Design dac_spi_tx_flat, sky130hd; sources not shown.
Figure 1. I/O nets highlighted (run 1).
Scale: 4 px per micron.
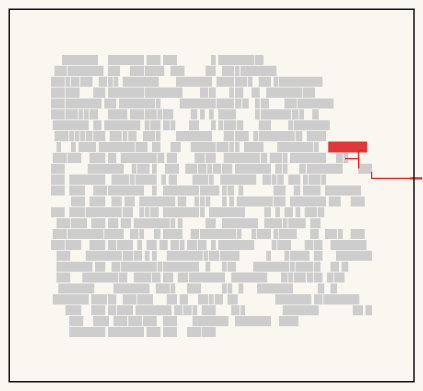
colour	port	bits	direction	edge	end cells	buffers	wire
red	`bus_cs_n`	1	output	right	1	1	20.7 microns
number of placed I/O pins: 43
Port-buffer cells: 42

Figure 2. Where the registers sit (run 1).
Scale: 4 px per micron.
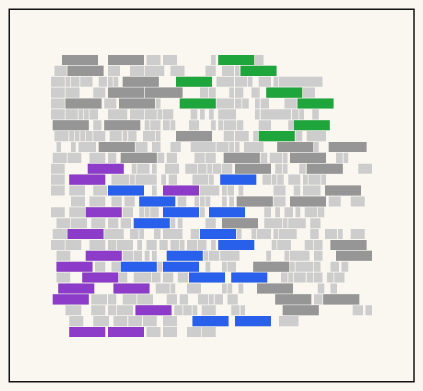
colour	netlist name	flops
blue	`u_core.u_frame.shift_r`	15
green	`u_core.cnt_r`	8
purple	`u_core.frame_b_r`	14
sequential cell area share: 42.3%
combined flip-flop and latch cell area: 1680 sq um
seq pwr: 1400 uW
share of the core filled with cells in the final layout: 69.8%

Figure 3. Local utilization (run 1).
Scale: 3 px per micron. The die is cut into 10 by 9 equal tiles; dark purple is low, yellow is high, 0 to 100% covered.
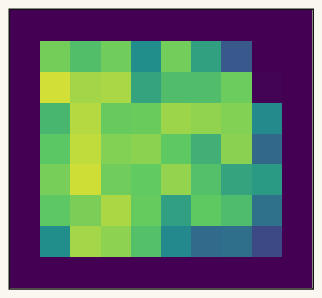
nearly empty tiles	40%
emptiest ninth of the die	top right
fullest tile	93%
tiles over 75% full	32%
mean over tiles	42%
densest ninth of the die	middle
initial standard-cell utilization of the core: 58.9%
CORE AREA: 5690 sq um

==> summary.txt, run 1 <==
Notes on the physical design

Summed over all failing endpoints, the final setup total negative slack is 0 ps. The transition time at the pin with the least slew margin is 884 ps. The final-report hold violation count is 0. The die outline area is 9350 sq um. The met3 global-route usage is 4.90%. The final instance area is 3970 sq um. The cell accounting for the most synthesized area is sky130_fd_sc_hd__dfrtp_1.

The dominant kind of combinational cell is simple AND/OR/NAND/NOR gates. The diode insertion count for antenna repair is 0. In this run, CTS created clock tree buffers numbering 9. After clock tree synthesis, the setup repair step added 0 buffers. The synthesis area per yosys is 3350 sq um.

For this design, Yosys synthesis ends with a cell count of 325. The run finished with clean final reports. Based on the critical path, the design can be clocked at up to between 400 and 500 MHz. The area share of the largest cell type after synthesis is 48.5%.

Per the finish-stage timing summary, setup violations number 0. Routing resource usage on met2 recorded by global route was 23.4%. For this run, asynchronously set or reset flops after synthesis account for 100%. In this run, the synthesized area fraction spent on and/or/nand/nor cells is recorded as between 20% and 30%.

The global-route wire length before repair is around 12 mm. The category of the worst setup path launch point is a flop.
-- run 1: power by group --
group	total, uW	internal (uW)	switching [uW]
registers	1400	1210	194
logic	659	375	284
clock network	835	461	374
-- run 1: per-layer routing --
metal / vias to the layer above / share of wire (%) / wire [microns]
li1: 1226 / - / -
met1: 1226 / 47 / 3220
met2: 56 / 47 / 3250
met3: 4 / 5.1 / 354
met4: 0 / 0.80 / 55
met5: - / 0 / 0
-- run 1: logic make-up after synthesis --
logic type / after synthesis
AOI/OAI and AO/OA: 53
xor gates and xnor gates: 22
adders and majority gates: 6
buffers and inverters: 25
DFF: 67
muxes: 15
and+or+nand+nor: 137
-- run 1: area by class of cell --
class	count	area (sq um)
Fill cell	419	1720
Sequential cell	67	1680
Multi-Input combinational cell	233	1520
Timing Repair Buffer	47	453
Clock buffer	11	145
Tap cell	70	87.6
Clock inverter	5	52.6
Inverter	8	30.0
-- run 1: layout by cell type (no fill, tap or decap), drive strengths merged, types with 7 or more instances in the layout --
cell type       n
a211oi         14
nand2          50
dfrtp          65
a31oi          15
nand3          10
xor2            9
nor3            8
clkdlybuf4s50  41
nor2           29
inv             8
mux2           13
nand4           8
xnor2          13
and3            7
clkbuf         11
nor2b           8
-- run 1: per-stage QoR --
| stage | cells | worst slack [ps] | util [%] | total power (uW) | hold slack (ps) |
|---|---|---|---|---|---|
| 2_1_floorplan | 325 | 800 | - | 1800 | -27.6 |
| 3_3_place_gp | 425 | 420 | 66.3 | 2050 | 448 |
| 3_5_place_dp | 425 | 252 | 66.3 | 2080 | 454 |
| 4_1_cts | 441 | 226 | 69.8 | 2930 | 129 |
| 5_1_grt | 441 | 32.8 | 69.8 | 3070 | 179 |
| 6_report | 441 | 230 | 69.8 | 2890 | 109 |
-- run 1: worst max-delay path, stage by stage, from the launching register on --
cell,delay (ps)
sky130_fd_sc_hd__dfrtp_1,450
sky130_fd_sc_hd__inv_1,90
sky130_fd_sc_hd__ha_1,120
sky130_fd_sc_hd__nor3b_2,370
sky130_fd_sc_hd__nand3_4,140
sky130_fd_sc_hd__a211o_1,650
sky130_fd_sc_hd__a211oi_1,390
sky130_fd_sc_hd__a31oi_1,80
--- run 2 (diff from run 1) ---
ABC_AREA = 1   (was default)
CORE_UTILIZATION = 58   (was 57)
Figure 4. The clock network (run 2).
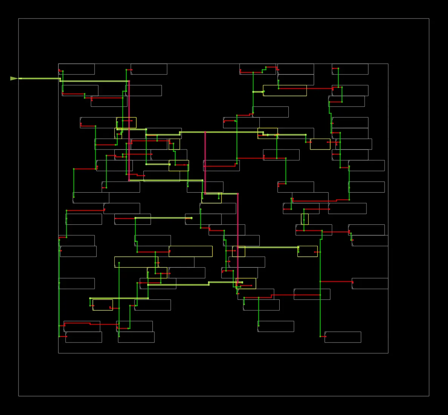
power attributed to the clock group: 1020 uW
clock buffer count from CTS: 9
Clock Skews: 12.0 ps
clk sink count: 67

==> run 2 against run 1 <==
Against the previous run: power fell by 17%; cell area rose by 11%; combinational power fell by 58%; critical path type unchanged.
==> summary.txt, run 2 <==
Notes on the physical design

The run finished with clean final reports. Of all flip-flops after synthesis, the portion carrying an async set or reset was 100%. The cell type that accounts for the most area after synthesis is sky130_fd_sc_hd__dfrtp_1. The area share of the largest cell type after synthesis is between 40 and 50%. The transition time at the pin with the least slew margin is 502 ps.

Leaving out fill and tap cells, the most frequent cells in the layout are 216 x sky130_fd_sc_hd__nand2_1, 65 x sky130_fd_sc_hd__dfrtp_1, 53 x sky130_fd_sc_hd__nand3_1, 41 x sky130_fd_sc_hd__clkdlybuf4s50_1, 28 x sky130_fd_sc_hd__inv_1. The maximum clock frequency is ~540 MHz. In the final layout, the fill cell count is ~470. The synthesis area per yosys is roughly 3700 sq um. The final antenna diode tally reported by the flow is 0. The dominant kind of combinational cell is simple AND/OR/NAND/NOR gates.

Once synthesis finished, the tally of register bits stood at ~67. For this block, the via count after detailed routing is around 3.2k. The largest individual stage delay along the critical path comes from the cell sky130_fd_sc_hd__dfrtp_1. According to the floorplan report, the placeable core area is 6150 sq um. The leading cell type in the layout, fill and taps excluded is sky130_fd_sc_hd__nand2_1.

Data arrives at the worst endpoint at about 2100 ps. The layout-stage area growth over the synthesis result is 19.2%. The chip occupies 9980 sq um. Per the final timing report, the hold violations number 0. STA classifies the critical path startpoint as a flop. The floorplan core density is between 60% and 70%. For the final routed database, the setup TNS stands at 0 ps.

The tally of buffers added on design ports is 42. The post-synthesis share of cell area spent on and, or, nand and nor gates is 39.7%. The signal on the critical path passes through nand2_1, inv_1, nand2_1, nor2_4, nand3_1, inv_2, nand2_2, nand3_1, nand2_1.

The global-route wire length before repair is 14.3 mm. The top-level port count is between 40 and 50. The final instance area is about 4400 sq um. The cell that appears most often on the critical path is sky130_fd_sc_hd__nand2_1. The cell count in the Yosys report is 482.

Among all stages on the critical path, the maximum delay recorded is between 600 and 700 ps. The total of endpoints with negative setup slack in the final report is 0.
-- run 2: repair_timing --
action / 4_1_cts / 5_1_grt
setup buffers: 0 / 0
endpoints found under the hold margin: 65 / 0
hold buffers: 1 / 0
-- run 2: worst max-delay path: cells and delay by family (launching register included) --
kind,cells,cell delay (ps)
buf+inv,2,240
flops,1,660
simple gates,7,830
-- run 2: routing by layer --
metal / vias up / share of wire, % / GRT usage [%]
met2: 105 / 48 / 27.5
met3: 11 / 6.9 / 5.54
li1: 1607 / - / -
met5: - / 0 / 0
met1: 1519 / 44 / 22.0
met4: 0 / 1.1 / 5.90
-- run 2: final cells by class --
type	count	area [sq um]	area share, %
multi-input cells	365	1780	40.4
clock buffers	9	124	2.81
clock inverters	7	116	2.64
inverters	37	149	3.37
flip-flops and latches	67	1680	38.0
repair buffers	45	453	10.3
well taps	87	109	2.47
-- run 2: per-stage QoR --
stage	hold slack, ps	utilization (%)	cells	worst slack (ps)	total power, uW
3_3_place_gp	309	67.7	600	790	1380
4_1_cts	439	71.8	617	845	2410
3_5_place_dp	311	67.7	600	700	1390
6_report	445	71.8	617	818	2390
5_1_grt	457	71.8	617	673	2480
2_1_floorplan	-27.6	-	482	1160	1220
-- run 2: cell families (layout without fill, tap and decap cells) --
| kind of cell | count (synthesis) | after routing |
|---|---|---|
| AND/OR/NAND/NOR | 326 | 326 |
| flip-flops | 67 | 67 |
| buffers and inverters | 50 | 98 |
| AND-OR/OR-AND | 20 | 20 |
| XOR/XNOR | 13 | 13 |
| adder cells (fa/ha/maj) | 6 | 6 |
-- run 2: where the power goes --
part	leakage [uW]	internal [uW]	switching [uW]
combinational	0.00133	150	125
sequential	0.000876	1050	46.6
clock	0.000119	616	404
total	0.00232	1820	576
--- run 3 (diff from run 2) ---
ABC_CLOCK_PERIOD_IN_PS = 1900   (was 2680)
clock period = 1.9 ns   (was 2.68 ns; I/O delays follow)
Figure 5. Local utilization (run 3).
Scale: 3 px per micron. The die is cut into 10 by 10 equal tiles; dark purple is low, yellow is high, 0 to 100% covered.
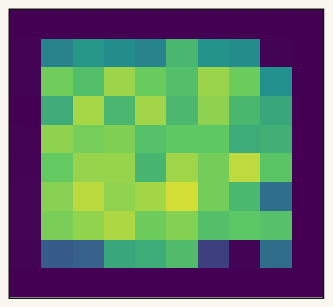
tiles over 75% full	28%
nearly empty tiles	38%
densest ninth of the die	middle
initial standard-cell utilization of the core: 60.2%
CORE AREA: 6150 sq um
share of the core filled with cells in the final layout: 71.6%

==> run 3 against run 2 <==
Against the previous run: wire length fell by 4.2%; synthesized area did not move; largest power group unchanged; hold slack got worse by 72 ps; clock skew decreased by 3.9 ps; highest routed layer unchanged; critical path type unchanged.
==> summary.txt, run 3 <==
Notes on the physical design

The category of the worst setup path launch point is a flop. The buffers inserted during post-CTS setup optimization is 0. The met2 wirelength from detailed routing is 3.77 mm. After routing the design area is 4400 sq um. Per the TritonCTS log, the buffer count is 9. Per STA, the library cell used most along the worst path is sky130_fd_sc_hd__nand2_8.

The area share of the largest cell type after synthesis is 43.9%. The final-layout fill cell count is roughly 500. Setup total negative slack on the finished layout was measured at 0 ps.

The global-route wire length before repair is 13.4 mm. The routed layout has ~3.1k vias. around 43 I/O pins were placed.

The register bit total from synthesis is between 60 and 70. The layout-stage area growth over the synthesis result is 19.0%. Yosys reported that registers with async set or reset make up 100%. The worst hold-check slack is approximately 370 ps. The transition time at the pin with the least slew margin is approximately 410 ps. Ranking logic cells in the layout by count gives the top entries 216 x sky130_fd_sc_hd__nand2_1, 65 x sky130_fd_sc_hd__dfrtp_1, 52 x sky130_fd_sc_hd__nand3_1, 41 x sky130_fd_sc_hd__clkdlybuf4s50_1, 28 x sky130_fd_sc_hd__inv_1. The clock skew after layout is 8.17 ps.

The final-report hold violation count is 0. The cell accounting for the most synthesized area is sky130_fd_sc_hd__dfrtp_1. In the detailed route, the total length drawn on met3 is around 430 microns.

The chip occupies 9980 sq um. The maximum net fanout on the critical path is 19. The run finished with clean final reports.

The delay of the slowest cell on the worst path is 420 ps. Traced cell by cell, the critical path runs through inv_1, ha_1, nand3_2, nor2_4, nand2_4, nand2_8, inv_6, nand2_8, o21ai_0. For this run, the script counts the antenna cells in the layout as 0. The post-detailed-routing wire length is 7.94 mm. Among logic cells in the layout, the one with the most instances is sky130_fd_sc_hd__nand2_1. Port buffering added about 42 buffers. The clock sink count is approximately 67. The synthesis area per yosys is ~3700 sq um. The total of endpoints with negative setup slack in the final report is 0.

The cell count in the Yosys report is about 480.
-- run 3: cell counts after synthesis --
No cell type changed its count.
-- run 3: where the power goes --
group | leakage, uW | internal (uW) | switching [uW]
Sequential | 0.000876 | 1480 | 60.8
Combinational | 0.00134 | 211 | 167
Clock | 0.000102 | 641 | 547
-- run 3: cell families (layout without fill, tap and decap cells) --
logic type | after synthesis | after routing | share of synthesized area (%)
simple gates | 326 | 326 | 39.7
flops | 67 | 67 | 45.4
buf+inv | 50 | 101 | 6.45
compound gates | 20 | 20 | 3.35
xor+xnor | 13 | 13 | 3.08
fa+ha+maj | 6 | 6 | 2.03
-- run 3: critical path, delay by kind of cell, from the launching register on --
| kind | cells | cell delay [ps] |
|---|---|---|
| simple gates | 5 | 720 |
| flops | 1 | 420 |
| buf+inv | 2 | 170 |
| fa+ha+maj | 1 | 150 |
| compound gates | 1 | 100 |
-- run 3: what timing repair did --
item                                    CTS  global route
gates resized                             0             1
endpoints found under the hold margin    65             0
endpoints found under the setup margin    0             6
hold buffers                              1             0
-- run 3: metrics by stage --
| stage | worst slack [ps] | instances |
|---|---|---|
| global route | 44.4 | 620 |
| floorplan | 381 | 482 |
| detailed placement | 121 | 603 |
| global placement | 158 | 603 |
| finish | 206 | 620 |
| CTS | 156 | 620 |
-- run 3: metal layers --
metal	track usage, %	up-vias
li1	-	1606
met1	20.8	1440
met2	26.4	81
met3	4.21	9
met4	5.90	0
met5	0	-
-- run 3: layout make-up --
| class | count | area (sq um) | area share [%] |
|---|---|---|---|
| multi-input combinational | 365 | 1790 | 40.6 |
| sequential | 67 | 1680 | 38.1 |
| timing repair buffer | 48 | 475 | 10.8 |
| inverter | 37 | 149 | 3.38 |
| clock buffer | 10 | 138 | 3.13 |
| tap | 87 | 109 | 2.47 |
| clock inverter | 6 | 65.1 | 1.48 |
Power and IR drop assume default switching activity.
